==> config.mk <==
export PLATFORM = sky130hd
export DESIGN_NAME = bsa_sub_seq
export DESIGN_NICKNAME = d
export VERILOG_FILES = /design/src/rtl/bsa_sub_seq.sv
export SDC_FILE = /design/constraint.sdc
export NUM_CORES = 2
export LEC_CHECK = 0
export CAP_MARGIN = 20
export CORE_AREA = 2 2 594 596
export CTS_BUF_LIST = sky130_fd_sc_hd__clkbuf_8
export CTS_CLUSTER_SIZE = 25
export DETAILED_ROUTE_END_ITERATION = 8
export DIE_AREA = 0 0 596 598
export SYNTH_ARGS = -nofsm -noshare
export SYNTH_HDL_FRONTEND = slang
export SYNTH_SLANG_ARGS = --single-unit
==> constraint.sdc <==
create_clock -name clk -period 64.9 [get_ports clk]
set_input_delay 12.98 -clock clk [delete_from_list [all_inputs] [get_ports clk]]
set_output_delay 12.98 -clock clk [all_outputs]
set_load 0.1 [all_outputs]
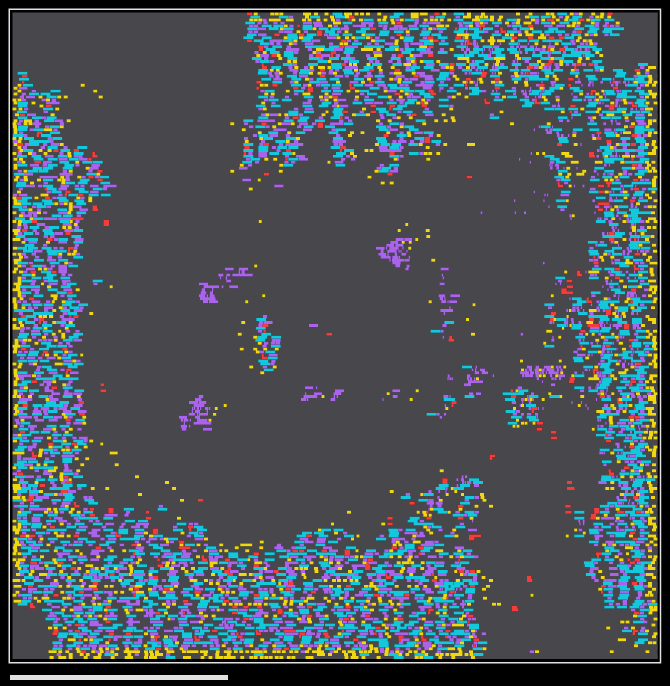
Fig. 1. Placed cells, one colour a class.
Bar = 200 um. Fill, decap, tap and diode cells in grey.
clock drivers and dummy loads -> red  # cells 486, share of their area 6.5%
remaining logic cells -> purple  # cells 2457, share of their area 31%
remaining buffers and delay cells -> yellow  # cells 1640, share of their area 19%
registers -> cyan  # cells 1548, share of their area 44%
sequential share of cell area: 0.415
floorplan core area: 351000 um^2

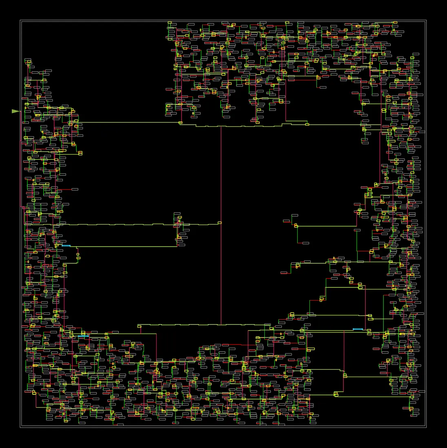
Fig. 2. Clock wiring as the flow saved it.
clock skew after layout: 0.115 ns
clock buffer instance count of the final layout: 344
Clock Sinks: 1548
Insertion Delay late pin: 0.99 ns

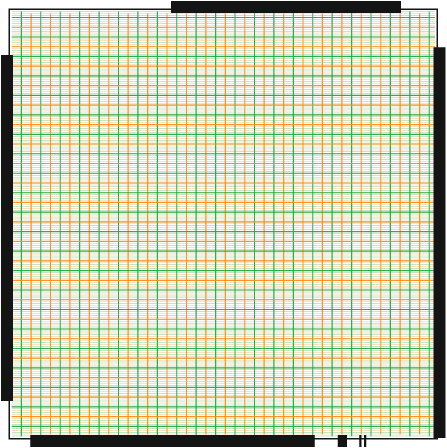
Fig. 3. Power grid.
Pins as bars on the die edge.
VDD -> orange
VSS -> green
met5 straps = 43
rows = 218
Die Span Y: 598 um
width of the die: 596 um

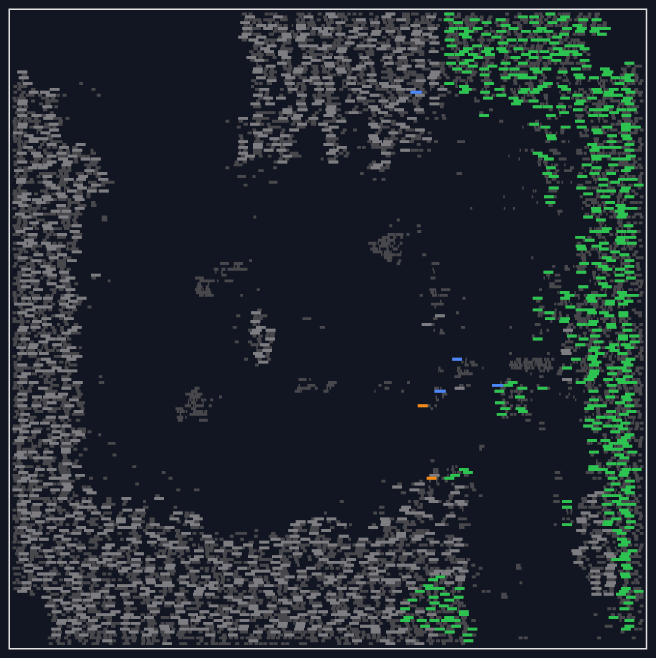
Fig. 4. Where the registers sit.
Other sequential cells in the stronger grey, the rest of the logic in the fainter grey.
`idx_q` -> blue  # sequential cells 4
`Diff` -> green  # sequential cells 512
`state_q` -> orange  # sequential cells 2
not coloured = 1030
FF/Latch Area: 38700 um^2
fraction of the core area covered by cells at the end of the flow: 0.266

==> impl_metrics.tcl <==
# place-and-route summary
set metrics [dict create \
    logic_gates 2378 \
    inverters 79 \
    run_status "finished with violations" \
    wl_met1_mm 120 \
    io-pin-count 1545 \
    timing.critical_path.depth 53 \
    htree_levels 5 \
    antenna_left 1 \
    met2_routing_resource_usage_after_global_routing 0.308 \
    report.final.setup_viol 0 \
    ys_chip_area_um2 67000 \
    final.period_utilization 0.307 \
    post_route_cells_drive_above_1_share 0.346 \
    violations "antenna rules" \
    tritoncts "done" \
    drt_pre_antenna_iters 5 \
    global_route.usage.met3 0.0638 \
    placement.cell_area_um2 87500 \
]
[cells in the mapped netlist, types with 2 or more instances]
library cell	instances	area, um^2
nor3_1	3	15.0
o41ai_1	6	52.6
mux2_1	52	586
ha_1	35	438
nand2b_1	8	50.1
clkbuf_1	140	526
dfrtp_1	1547	38700
and3_1	4	25.0
nand4_1	5	31.3
mux2i_1	3	30.0
nor2b_1	4	25.0
buf_4	5	37.5
a31oi_1	2	12.5
nand2_2	2	12.5
nor2_1	16	60.1
nand2_1	346	1300
o21ai_0	57	285
o32ai_1	2	17.5
o31ai_1	222	1670
nand3_1	17	85.1
buf_1	18	67.6
and4_1	3	26.3
mux4_2	320	7210
and2_1	2	12.5
mux2_2	1207	13600
fa_1	32	641
buf_6	7	78.8
nand3_2	3	30.0
nor2_2	3	18.8
nor3_2	2	20.0
a21oi_1	5	25.0
buf_2	163	816
inv_1	78	293
[cells in the final DEF (no fill, tap or decap), types with 3 or more instances in the layout]
master,n
dfrtp_4,3
nor2_1,16
mux2_2,1207
nor2b_1,3
diode_2,68
a21oi_1,5
and3_1,3
nand2b_2,3
buf_4,125
mux2i_1,3
nand2_2,10
inv_6,6
fa_1,19
nand4_1,5
bufinv_16,7
clkinv_8,3
fa_2,13
o31ai_1,222
clkdlybuf4s50_1,1498
mux2_1,52
dfrtp_1,1544
mux4_2,320
o41ai_1,6
inv_8,5
and4_1,3
nand2_1,337
nand3_1,17
ha_1,35
buf_12,11
nand3_2,3
buf_2,4
clkbuf_8,344
inv_12,6
nand2b_1,5
nor3_1,3
clkinvlp_4,8
inv_1,161
clkinv_2,21
o21ai_0,56
